Where the registers sit:
Scale: 6 px per um. Other sequential cells in the stronger gray, the rest of the logic in the fainter gray.
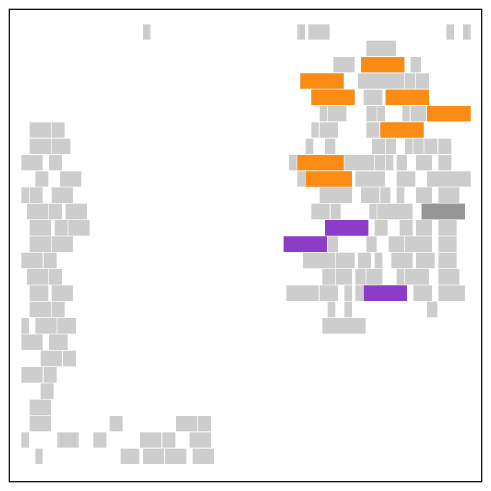
Clock nets:
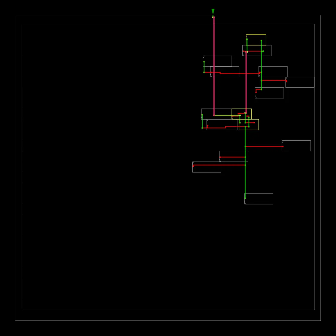
Wiring by layer:
Scale: 6 px per um.
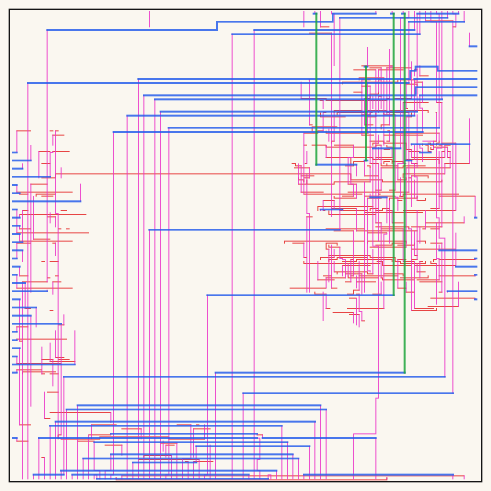
==> config.mk <==
export PLATFORM = sky130hd
export DESIGN_NAME = wb_xbar_pipe
export DESIGN_NICKNAME = d
export VERILOG_FILES = /design/src/rtl/wb_xbar_pkg.sv /design/src/rtl/wb_pend_fifo.sv /design/src/rtl/wb_xbar_pipe.sv
export SDC_FILE = /design/constraint.sdc
export NUM_CORES = 1
export LEC_CHECK = 0
export CAP_MARGIN = 20
export CORE_MARGIN = 1.5
export CORE_UTILIZATION = 19
export CTS_CLUSTER_DIAMETER = 100
export DETAILED_ROUTE_END_ITERATION = 10
export GPL_TIMING_DRIVEN = 0
export HOLD_SLACK_MARGIN = 0.1
export PLACE_DENSITY = 0.77
export REMOVE_ABC_BUFFERS = 1
export SETUP_SLACK_MARGIN = 0.02
export SLEW_MARGIN = 5
export SYNTH_ARGS = -nofsm -noshare
export SYNTH_HDL_FRONTEND = slang
export SYNTH_SLANG_ARGS = --single-unit
==> constraint.sdc <==
create_clock -name clk -period 2.59 [get_ports clk]
set_input_delay 0.3885 -clock clk [delete_from_list [all_inputs] [get_ports clk]]
set_output_delay 0.3885 -clock clk [all_outputs]
set_load 0.02 [all_outputs]
==> flow_summary.json <==
{
  "crit_family": "simple AND/OR/NAND/NOR gates",
  "syn_inst": 134,
  "end_kind": "register",
  "finalCriticalPeriod_ps": 2510,
  "fmax_ghz": 0.399,
  "power.density_nw_per_um2": 308,
  "ys_cells": 134,
  "path_cells": "clkdlybuf4s50_1 > nand4b_1 > nor2_1 > a211o_1 > ha_2 > inv_1 > fa_1 > xor2_1 > or3_1 > a221oi_2",
  "grt_overflow": 0,
  "final_area_sq_um": 1400,
  "comb_area_sq_um": 538,
  "swShare_pct": 24.0,
  "cap_violations": 0,
  "drc": 0,
  "hold_violations": 0,
  "status": "completed",
  "ctsRootBufferMaster": "clkbuf_8",
  "clock-sinks": 12,
  "vias_per_cell": 4.42,
  "hold_class": "register to register",
  "leakage_nw": 0.540,
  "min_path_cells": 1,
  "antenna_found_initial": 0,
  "cp_max_fo": 3,
  "synth_area_sq_um": 1080,
  "postCtsSetupBuffers": 4,
  "p_int_w": 0.000328,
  "h-tree-depth": 1,
  "core_sq_um": 5510,
  "clkTransAtPathRegs_ps": 50,
  "finalClockPeriodUsage_pct": 96.8,
  "crit_cells": 10,
  "antenna_cells": 0,
  "crit_path_top_delay_cell": "clkdlybuf4s50_1",
  "combPwrFrac_pct": 17.5,
  "critPathLaunchType": "input port",
  "fp_util_pct": 19.7,
  "arrival_ps": 2660,
  "pwr-share-seq_pct": 43.6
}
Notes on 'where the registers sit' above:
- purple: `u_fifo.count` (sequential cells 3)
- orange: `wd_cnt` (sequential cells 8; where upper right)
- not colored: 1
seq pwr: 0.000188 W
post-layout util: 25.4%
Seq. cell area: 243 sq um

Notes on 'clock nets' above:
Power Clock: 0.000168 W
clk latency late pin: 240 ps
Final Skew: 6.52 ps

Notes on 'wiring by layer' above:
- blue: met3 (wire length 1390 um)
- red: met1 (wire length 1110 um)
- magenta: met2 (wire length 2330 um)
- green: met4 (wire length 148 um)
Routed WL per cell: 22.7 um
routed via count: 972
final WL: 4990 um
total track usage: 16.4%

==> worst reg2reg max path: cells and delay by family, from the launching register on <==
family | cells | cell delay [ps]
AND-OR/OR-AND | 2 | 370
XOR/XNOR | 1 | 160
adder cells (fa/ha/maj) | 3 | 790
buffers and inverters | 1 | 50
flip-flops | 1 | 380
AND/OR/NAND/NOR | 3 | 670
==> per-layer routing <==
| metal | up-vias | share of wire [%] | routed length [um] | GRT usage (%) |
|---|---|---|---|---|
| met5 | - | 0 | 0 | 0 |
| met4 | 0 | 2.9 | 147 | 5.71 |
| met3 | 8 | 28 | 1390 | 21.7 |
| met2 | 126 | 47 | 2330 | 26.9 |
| met1 | 410 | 22 | 1110 | 10.3 |
| li1 | 428 | - | - | - |
==> synthesized netlist by cell type <==
master / count / area share, %
a2111o_1: 1 / 1.0
a211o_1: 2 / 1.6
a211oi_1: 3 / 2.1
a21oi_1: 4 / 1.8
a221oi_2: 1 / 1.4
a31oi_1: 2 / 1.2
and2_1: 17 / 9.8
and3_1: 1 / 0.58
buf_2: 2 / 0.92
buf_4: 41 / 28
conb_1: 1 / 0.35
dfxtp_1: 12 / 22
fa_1: 1 / 1.8
ha_1: 2 / 2.3
inv_1: 7 / 2.4
nand2_1: 3 / 1.0
nand3_1: 6 / 2.8
nand4_4: 1 / 2.0
nand4b_1: 1 / 0.81
nor2_1: 8 / 2.8
nor3_1: 1 / 0.46
nor3_2: 2 / 1.8
nor4_1: 1 / 0.58
nor4_2: 1 / 1.2
o2111ai_1: 1 / 0.81
o21ai_0: 2 / 0.92
o21ai_1: 1 / 0.46
or3_1: 4 / 2.3
xnor2_1: 1 / 0.81
xor2_1: 4 / 3.2
==> layout make-up <==
class,instances,area share (%)
Clock buffer,3,2.95
Timing Repair Buffer,47,33.0
Inverter,7,1.88
Tap cell,72,6.43
Sequential cell,12,17.3
Multi-Input combinational cell,79,38.4
==> cell usage in the layout (no fill, tap or decap), types with 2 or more instances in the layout <==
cell	count
clkbuf_8	3
a211oi_1	3
inv_1	7
buf_4	4
nand2_1	2
xor2_1	4
dlygate4sd2_1	9
a211o_1	2
nand3_1	6
ha_2	2
dfxtp_2	2
nor2_1	8
or3_1	4
a21oi_1	4
conb_1	8
o21ai_0	2
dfxtp_1	10
and2_1	17
clkdlybuf4s50_1	32
a31oi_1	2
==> kinds of logic after synthesis <==
| family | Yosys count | share of synthesized area (%) |
|---|---|---|
| fa+ha+maj | 3 | 4.16 |
| xor+xnor | 5 | 4.05 |
| buf+inv | 50 | 31.8 |
| other cells | 1 | 0.346 |
| flops | 12 | 22.2 |
| simple gates | 46 | 26.1 |
| compound gates | 17 | 11.3 |
==> power groups by stage <==
stage	Clock (W)	Combinational [W]	Sequential, W
2_1_floorplan	0	0.0000323	0.000191
3_3_place_gp	0	0.0000740	0.000192
3_5_place_dp	0	0.0000748	0.000192
4_1_cts	0.000171	0.0000747	0.000188
5_1_grt	0.000180	0.0000817	0.000188
6_report	0.000168	0.0000753	0.000188
==> through the flow <==
step	hold slack [ps]	TNS [ps]
detailed placement	485	-9520
global placement	477	-8720
CTS	468	0
finish	472	0
floorplan	453	-22.6
global route	504	-37.9
Power is estimated from default activity; no workload was simulated.
